<file path="config.mk">
export PLATFORM = sky130hd
export DESIGN_NAME = main_control_fsm
export DESIGN_NICKNAME = d
export VERILOG_FILES = /design/src/rtl/main_control_fsm_pkg.sv /design/src/rtl/main_control_fsm_alu_decoder.sv /design/src/rtl/main_control_fsm.sv
export SDC_FILE = /design/constraint.sdc
export NUM_CORES = 1
export LEC_CHECK = 0
export CORE_MARGIN = 2
export CORE_UTILIZATION = 37
export CTS_BUF_LIST = sky130_fd_sc_hd__clkbuf_8
export DETAILED_ROUTE_END_ITERATION = 6
export PLACE_DENSITY = 0.89
export SYNTH_ARGS = -nofsm -noshare
export SYNTH_HDL_FRONTEND = slang
export SYNTH_SLANG_ARGS = --single-unit
</file>
<file path="constraint.sdc">
create_clock -name Clock -period 1.45 [get_ports Clock]
set_input_delay 0.29 -clock Clock [delete_from_list [all_inputs] [get_ports Clock]]
set_output_delay 0.29 -clock Clock [all_outputs]
set_load 0.01 [all_outputs]
</file>
<file path="src/rtl/main_control_fsm_pkg.sv">
// main_control_fsm_pkg: state codes, opcode/funct constants and control encodings for the multicycle control FSM.
package main_control_fsm_pkg;
  typedef enum logic [3:0] {
    S_FETCH    = 4'd0,
    S_DECODE   = 4'd1,
    S_MEMADR   = 4'd2,
    S_MEMREAD  = 4'd3,
    S_MEMWB    = 4'd4,
    S_MEMWRITE = 4'd5,
    S_EXECUTE  = 4'd6,
    S_ALUWB    = 4'd7,
    S_BRANCH   = 4'd8,
    S_ADDIEXEC = 4'd9,
    S_ADDIWB   = 4'd10
  } state_t;
  localparam logic [5:0] OP_RTYPE = 6'b000000;
  localparam logic [5:0] OP_LW    = 6'b100011;
  localparam logic [5:0] OP_SW    = 6'b101011;
  localparam logic [5:0] OP_BEQ   = 6'b000100;
  localparam logic [5:0] OP_ADDI  = 6'b001000;
  localparam logic [5:0] F_ADD = 6'b100000;
  localparam logic [5:0] F_SUB = 6'b100010;
  localparam logic [5:0] F_AND = 6'b100100;
  localparam logic [5:0] F_OR  = 6'b100101;
  localparam logic [5:0] F_SLT = 6'b101010;
  localparam logic [2:0] ALU_AND = 3'b000;
  localparam logic [2:0] ALU_OR  = 3'b001;
  localparam logic [2:0] ALU_ADD = 3'b010;
  localparam logic [2:0] ALU_SUB = 3'b110;
  localparam logic [2:0] ALU_SLT = 3'b111;
  localparam logic [1:0] AOP_ADD   = 2'b00;
  localparam logic [1:0] AOP_SUB   = 2'b01;
  localparam logic [1:0] AOP_FUNCT = 2'b10;
  localparam logic [1:0] SRCA_PC  = 2'd0;
  localparam logic [1:0] SRCA_REG = 2'd1;
  localparam logic [1:0] SRCB_REG    = 2'd0;
  localparam logic [1:0] SRCB_FOUR   = 2'd1;
  localparam logic [1:0] SRCB_IMM    = 2'd2;
  localparam logic [1:0] SRCB_IMMSH2 = 2'd3;
  typedef struct packed {
    logic       pc_write;
    logic       branch;
    logic       pc_src;
    logic       reg_write;
    logic       mem_to_reg;
    logic       reg_dst;
    logic       iord;
    logic       mem_write;
    logic       ir_write;
    logic [1:0] alu_src_a;
    logic [1:0] alu_src_b;
    logic       alu_en;
    logic [1:0] alu_op;
  } ctrl_t;
endpackage

</file>
<file path="src/rtl/main_control_fsm_alu_decoder.sv">
// alu_decoder: maps ALU_op and Funct to the ALU_control code.
module alu_decoder
  import main_control_fsm_pkg::*;
(
  input  logic [1:0] ALU_op,
  input  logic [5:0] Funct,
  output logic [2:0] ALU_control
);
  logic [2:0] funct_code;
  always_comb begin
    funct_code = Funct == F_SUB ? ALU_SUB :
                 Funct == F_AND ? ALU_AND :
                 Funct == F_OR  ? ALU_OR  :
                 Funct == F_SLT ? ALU_SLT : ALU_ADD;
    ALU_control = ALU_op == AOP_SUB   ? ALU_SUB :
                  ALU_op == AOP_FUNCT ? funct_code : ALU_ADD;
  end
endmodule

</file>
<file path="src/rtl/main_control_fsm.sv">
// main_control_fsm: Moore control FSM for a multicycle MIPS-style datapath.
module main_control_fsm
  import main_control_fsm_pkg::*;
(
  input  logic       Clock,
  input  logic       Reset,
  input  logic [5:0] Opcode,
  input  logic [5:0] Funct,
  output logic       PC_write,
  output logic       Branch,
  output logic       PC_src,
  output logic       Reg_write,
  output logic       Mem_to_reg,
  output logic       Reg_dst,
  output logic       IorD,
  output logic       Mem_write,
  output logic       IR_write,
  output logic [1:0] ALU_src_a,
  output logic [1:0] ALU_src_b,
  output logic [2:0] ALU_control,
  output logic [3:0] State
);
  state_t state, next_state;
  ctrl_t ctrl, ctrl_q;
  logic [2:0] alu_dec;
  always_ff @(posedge Clock)
    state <= Reset ? S_FETCH : next_state;
  always_comb begin
    next_state = S_FETCH;
    case (state)
      S_FETCH:    next_state = S_DECODE;
      S_DECODE:   next_state = (Opcode == OP_LW || Opcode == OP_SW) ? S_MEMADR :
                               Opcode == OP_RTYPE ? S_EXECUTE :
                               Opcode == OP_BEQ   ? S_BRANCH  :
                               Opcode == OP_ADDI  ? S_ADDIEXEC : S_FETCH;
      S_MEMADR:   next_state = Opcode == OP_LW ? S_MEMREAD : S_MEMWRITE;
      S_MEMREAD:  next_state = S_MEMWB;
      S_EXECUTE:  next_state = S_ALUWB;
      S_ADDIEXEC: next_state = S_ADDIWB;
      default:    next_state = S_FETCH;
    endcase
  end
  always_comb begin
    ctrl = '0;
    case (state)
      S_FETCH: begin
        ctrl.ir_write = 1'b1;
        ctrl.pc_write = 1'b1;
        ctrl.alu_src_b = SRCB_FOUR;
        ctrl.alu_en = 1'b1;
      end
      S_DECODE: begin
        ctrl.alu_src_b = SRCB_IMMSH2;
        ctrl.alu_en = 1'b1;
      end
      S_MEMADR, S_ADDIEXEC: begin
        ctrl.alu_src_a = SRCA_REG;
        ctrl.alu_src_b = SRCB_IMM;
        ctrl.alu_en = 1'b1;
      end
      S_MEMREAD: ctrl.iord = 1'b1;
      S_MEMWB: begin
        ctrl.reg_write = 1'b1;
        ctrl.mem_to_reg = 1'b1;
      end
      S_MEMWRITE: begin
        ctrl.iord = 1'b1;
        ctrl.mem_write = 1'b1;
      end
      S_EXECUTE: begin
        ctrl.alu_src_a = SRCA_REG;
        ctrl.alu_en = 1'b1;
        ctrl.alu_op = AOP_FUNCT;
      end
      S_ALUWB: begin
        ctrl.reg_write = 1'b1;
        ctrl.reg_dst = 1'b1;
      end
      S_BRANCH: begin
        ctrl.alu_src_a = SRCA_REG;
        ctrl.branch = 1'b1;
        ctrl.pc_src = 1'b1;
        ctrl.alu_en = 1'b1;
        ctrl.alu_op = AOP_SUB;
      end
      S_ADDIWB: ctrl.reg_write = 1'b1;
      default: ctrl = '0;
    endcase
  end
  alu_decoder u_alu_decoder (
    .ALU_op      (ctrl.alu_op),
    .Funct       (Funct),
    .ALU_control (alu_dec)
  );
  // Reset masks outputs combinationally so a write in flight is killed in the same cycle.
  assign ctrl_q = Reset ? '0 : ctrl;
  assign PC_write = ctrl_q.pc_write;
  assign Branch = ctrl_q.branch;
  assign PC_src = ctrl_q.pc_src;
  assign Reg_write = ctrl_q.reg_write;
  assign Mem_to_reg = ctrl_q.mem_to_reg;
  assign Reg_dst = ctrl_q.reg_dst;
  assign IorD = ctrl_q.iord;
  assign Mem_write = ctrl_q.mem_write;
  assign IR_write = ctrl_q.ir_write;
  assign ALU_src_a = ctrl_q.alu_src_a;
  assign ALU_src_b = ctrl_q.alu_src_b;
  assign ALU_control = ctrl_q.alu_en ? alu_dec : 3'b000;
  assign State = Reset ? 4'd0 : state;
endmodule

</file>
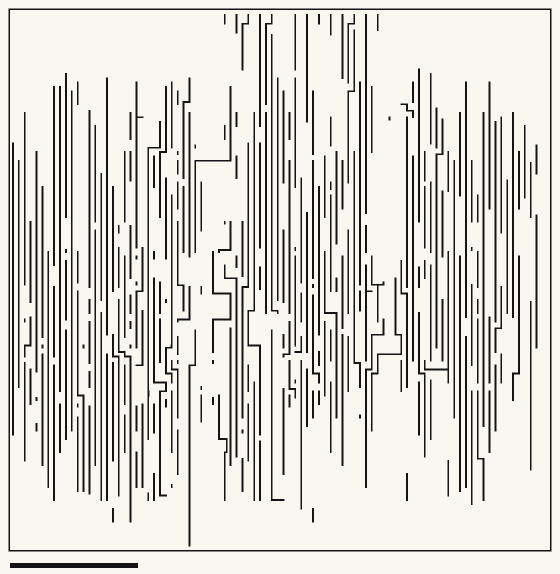
Fig. 1. Signal wires on met2 (run 1).
The bar under the picture is 10 um long.
share of all routed wire = 48%
nets with wire on the layer = 147
wire length on this layer = 1700 um
main direction = vertical
longest straight run = 26.5 um

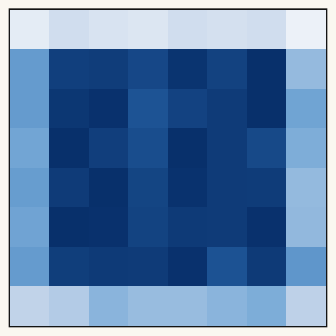
Fig. 2. Local utilization (run 1).
The die is cut into 8 by 8 equal tiles; white is low, dark blue is high, 0 to 100% covered.
fullest tile = 100%
mean over tiles = 70%
tiles over 75% full = 56%
densest ninth of the die = center

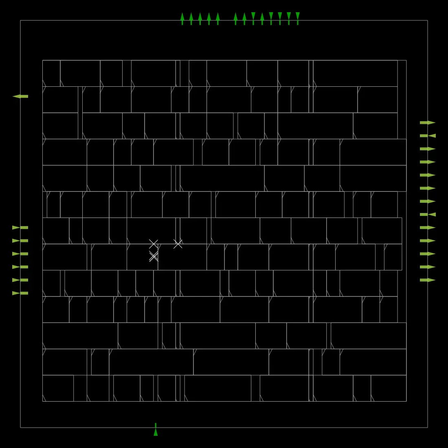
Fig. 3. Placed standard cells (run 1).
FILL cells: 35
Layout Cells excl Fill: 152

[run 1: critical path, cell delays in order (launching register included)]
cell                       delay [ps]
sky130_fd_sc_hd__dfxtp_2          320
sky130_fd_sc_hd__nand2b_4         160
sky130_fd_sc_hd__nor4b_4          330
sky130_fd_sc_hd__a32oi_1          130
sky130_fd_sc_hd__nor2_1           210
sky130_fd_sc_hd__buf_2            180
[run 1: synthesized netlist by cell type (all sizes together)]
master / number / area share, %
nor2b: 3 / 3.5
o211ai: 1 / 1.4
nor4b: 1 / 2.8
or3: 2 / 2.3
a21oi: 6 / 6.2
a22oi: 1 / 1.4
nor2: 13 / 9.0
conb: 1 / 0.69
buf: 6 / 6.9
a31oi: 1 / 1.2
nand4: 1 / 1.2
nor4: 3 / 3.5
o21bai: 2 / 2.8
nor3: 4 / 3.7
a32oi: 1 / 1.6
xnor2: 1 / 1.6
a211oi: 1 / 1.4
o22a: 1 / 1.6
dfxtp: 4 / 15
clkbuf: 2 / 1.4
nand3b: 2 / 2.8
nand2: 5 / 3.5
and3: 1 / 1.2
o21ai: 2 / 1.9
nand3: 2 / 1.9
nand2b: 3 / 4.9
inv: 1 / 0.69
xor2: 1 / 1.6
nor3b: 6 / 11
or4: 1 / 1.4
[run 1: final timing paths]
| check | startpoint | endpoint | slack (ps) | depth (start not counted) |
|---|---|---|---|---|
| worst max register to register | state[2] | state[2] | -50 | 6 |
| worst max-delay path | state[3] | ALU_control[2] | -380 | 5 |
| worst min-delay path | Opcode[1] | state[0] | 520 | 4 |
| worst min register to register | state[3] | state[0] | 770 | 4 |
[run 1: what timing repair did]
action                                  CTS  global route
resized                                 111            27
hold endpoints to repair                  0             0
pin swaps                                 9            19
endpoints found under the setup margin   19            20
setup buffers                             5             6
[run 1: layout make-up]
type                            count  area, sq um  share of cell area (%)
Clock buffer                        3         41.3                    3.24
Tap cell                           15         18.8                    1.47
Multi-Input combinational cell     66          611                    48.0
Sequential cell                     4         90.1                    7.08
Timing Repair Buffer               62          500                    39.3
Antenna cell                        1         2.50                   0.197
Inverter                            1         8.76                   0.688
[run 1: logic make-up after synthesis]
logic type,count (synthesis)
buf+inv,9
simple gates,47
compound gates,16
flops,4
xor+xnor,2
other cells,1
[run 1: where the power goes]
| group | leakage [nW] | internal (W) | switching, W |
|---|---|---|---|
| Clock | 0.0216 | 0.000178 | 0.0000675 |
| Sequential | 0.0349 | 0.000111 | 0.00000355 |
| Combinational | 0.521 | 0.000105 | 0.000105 |
[run 1: per-stage QoR]
stage                     power, W  TNS (ps)  hold WS [ps]  utilization, %
final                     0.000569     -2520           522            95.4
after CTS                 0.000531     -1650           604            87.0
after detailed placement  0.000285    -11760           712            76.1
after global routing      0.000584     -3090           508            95.2
after floorplan           0.000186         0           444               -
after global placement    0.000279    -11040           716            76.1
[run 1: per-layer routing]
layer	routed length, um	track usage (%)	vias to the layer above	part of all wire (%)
met5	0	0	-	0
met4	261	13.8	0	7.4
met3	317	4.31	38	9.0
met2	1700	56.3	107	48
met1	1230	34.3	449	35
li1	-	-	405	-
==> flow_metrics.tcl, run 1 <==
# yosys + openroad results
set metrics [dict create \
    result_of_the_run "finished with violations" \
    failed_checks "design-rule violations, negative setup slack" \
    class_of_the_most_critical_hold_timing_path "input pin to flop" \
    placement.cell_area_sq_um 1010 \
    critPathKind "flop to primary output" \
    setup_repair_after_global_routing_missed_its_margin "yes" \
    startpoint_type "flop" \
    row_count 13 \
    grt_overflow 0 \
    netlist_logic_family_top "simple AND/OR/NAND/NOR gates" \
    largest-register "state" \
    antenna_found_initial 0 \
    clk_root_buffer_cell "sky130_fd_sc_hd__clkbuf_8" \
    drt_drc_violations_left 8 \
    io_buffer_count 32 \
    clk_path_buf_depth 2 \
    syn-num-nets 93 \
    final_area_sq_um 1270 \
    drt_wl_total_um 3510 \
    post_synthesis_instance_area_sq_um 541 \
    clock_skew_ps 2.65 \
    critPathArrivalTime_ps 1540 \
    report.final.setup_viol 19 \
    achievable-frequency_ghz 0.545 \
    final_nets 152 \
    chipArea_sq_um 1780 \
    numCtsBuffers 3 \
    power_density_nw_per_um2 447 \
    final_critical_path_setup_slack_ps -383 \
    cts.sinks 4 \
    log.warning_count 28 \
    final_layout_top_logic_cell "sky130_fd_sc_hd__buf_4" \
    numPlacedInstances 139 \
    place_hpwl_um 1470 \
    clock_insertion_delay_worst_skew_ps 220 \
    power.static_leakage_nw 0.577 \
    clkTransAtPathRegs_ps 40 \
    floorplan.core_util_pct 40.5 \
    synth_warnings 0 \
    design.portCount 34 \
    route.vias.total 999 \
    ys_sh_mux_pct 0 \
    path_max_fanout 3 \
    layout_top_cells "sky130_fd_sc_hd__buf_4 (19), sky130_fd_sc_hd__buf_2 (16), sky130_fd_sc_hd__buf_6 (12)" \
]
Fig. 4: run 1, placed cells, one color a class
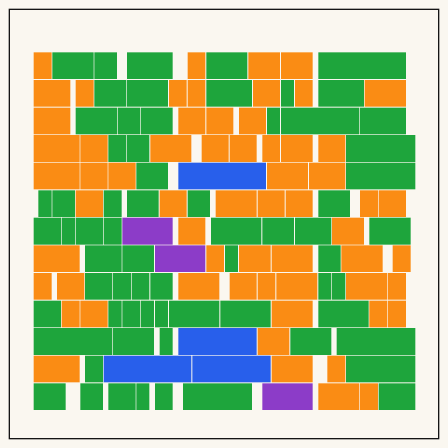

--- run 2 (diff from run 1) ---
--- a/config.mk
+++ b/config.mk
@@ -5,11 +5,12 @@
 export SDC_FILE = /design/constraint.sdc
 export NUM_CORES = 1
 export LEC_CHECK = 0
-export CORE_MARGIN = 2
+export CORE_MARGIN = 10
 export CORE_UTILIZATION = 37
 export CTS_BUF_LIST = sky130_fd_sc_hd__clkbuf_8
 export DETAILED_ROUTE_END_ITERATION = 6
 export PLACE_DENSITY = 0.89
+export SLEW_MARGIN = 30
 export SYNTH_ARGS = -nofsm -noshare
 export SYNTH_HDL_FRONTEND = slang
 export SYNTH_SLANG_ARGS = --single-unit
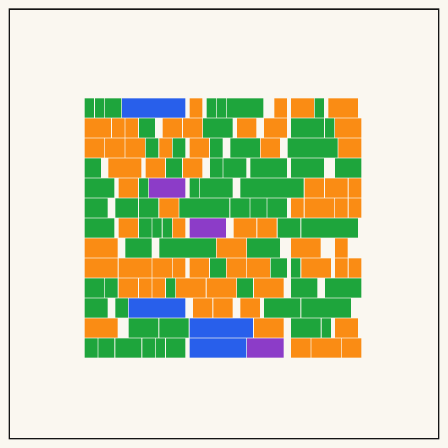
Fig. 5. Placed cells, one color a class (run 2).
other buffers and delay cells -> orange  # cells 64
flip-flops -> blue  # cells 4
cells driving clock nets -> purple  # cells 3
all other logic -> green  # cells 67

==> run 2 against run 1 <==
  * The run ends with negative setup slack left
  * Combinational power barely moved
  * Synthesized cell count did not move
  * Global-route usage fell by 13 points
  * Core utilization fell by 1.8 points
  * Design area fell by 1.9%
  * Hold slack got worse by 10 ps
  * Clock skew rose by 4.5 ps
  * First-iteration DRC count fell by 13%
  * Flip-flop count did not move
  * Critical path type unchanged
==> flow_metrics.tcl, run 2 <==
# yosys + openroad results
set metrics [dict create \
    largest-register "state" \
    io_buffer_count 32 \
    report.final.setup_viol 18 \
    critPathKind "flop to primary output" \
    final_critical_path_setup_slack_ps -277 \
    numCtsBuffers 3 \
    syn-num-nets 93 \
    drt_wl_total_um 3680 \
    row_count 13 \
    route.vias.total 976 \
    grt_busiest_layer "met2" \
    grt_util_met2_pct 31.0 \
    primary_ff_master_synth "sky130_fd_sc_hd__dfxtp_1" \
    synth.cells.most_frequent "sky130_fd_sc_hd__nor2_1 (13), sky130_fd_sc_hd__a21oi_1 (5), sky130_fd_sc_hd__nand2_1 (5)" \
    netlist.top_cell.by_area "sky130_fd_sc_hd__dfxtp_1" \
    antenna_found_initial 0 \
    failed_checks "negative setup slack" \
    antennaDiodeCount 0 \
    post_synthesis_instance_area_sq_um 541 \
    worst_path_dominant_cell_family "simple AND/OR/NAND/NOR gates" \
    ys_async_sr_fraction_pct 0 \
    instances_no_fill 153 \
    setup_repair_after_global_routing_missed_its_margin "yes" \
    design.portCount 34 \
    use_met1_pct 16.9 \
    placement.cell_area_sq_um 1020 \
    numPlacedInstances 140 \
    floorplan.core_util_pct 40.5 \
    crit_path_max_incr_delay_ps 400 \
    final_layout_top_logic_cell "sky130_fd_sc_hd__buf_4" \
    clock_insertion_delay_worst_skew_ps 230 \
    startpoint_type "flop" \
    place_hpwl_um 1780 \
    result_of_the_run "finished with violations" \
    synth_warnings 0 \
]
[run 2: cell counts after synthesis]
Identical to the previous run, type by type.
[run 2: timing repair]
item,CTS,global route
resized,112,17
hold buffers,0,0
gates cloned,1,0
setup endpoints to repair,20,20
buffers inserted,7,3
pin swaps,9,11
[run 2: worst paths after layout]
kind | cells past startpoint | startpoint | endpoint | slack, ps
min | 4 | Opcode[1] | state[0] | 510
max reg2reg | 6 | state[2] | state[2] | -60
max | 4 | state[0] | Branch | -280
min reg2reg | 3 | state[2] | state[3] | 760
[run 2: through the flow]
step                setup WS (ps)  util, %  hold slack [ps]  setup TNS, ps
floorplan                    11.9        -              444              0
global placement             -733     76.6              717         -11160
detailed placement           -773     76.6              728         -11900
CTS                          -243     88.3              606          -1840
global route                 -310     93.6              535          -3540
finish                       -277     93.6              512          -2870
[run 2: routing by layer]
| metal | vias to the layer above | share of wire [%] |
|---|---|---|
| met1 | 451 | 35 |
| met4 | 0 | 7.1 |
| met5 | - | 0 |
| li1 | 403 | - |
| met3 | 32 | 9.4 |
| met2 | 90 | 48 |
[run 2: kinds of logic after synthesis]
group / after synthesis / share of synthesized area (%)
other cells: 1 / 0.694
buf+inv: 9 / 9.03
flops: 4 / 14.8
compound gates: 16 / 19.4
simple gates: 47 / 52.8
xor+xnor: 2 / 3.24
[run 2: layout make-up]
| class | count | area, sq um | area share, % |
|---|---|---|---|
| clock buffers | 3 | 41.3 | 3.31 |
| multi-input cells | 66 | 578 | 46.3 |
| flip-flops and latches | 4 | 90.1 | 7.21 |
| well taps | 15 | 18.8 | 1.50 |
| repair buffers | 64 | 517 | 41.4 |
| inverters | 1 | 3.75 | 0.301 |
[run 2: tightest hold or removal path, stage by stage]
cell and delay (ps):
sky130_fd_sc_hd__dlymetal6s2s_1 140, sky130_fd_sc_hd__nor3_2 90, sky130_fd_sc_hd__nand4_1 100, sky130_fd_sc_hd__a21oi_1 70
[run 2: power breakdown]
part / leakage, nW / switching [W] / internal (W)
combinational: 0.537 / 0.000101 / 0.000105
sequential: 0.0349 / 0.00000394 / 0.000111
clock: 0.0216 / 0.0000703 / 0.000178
Power and IR drop assume default switching activity.
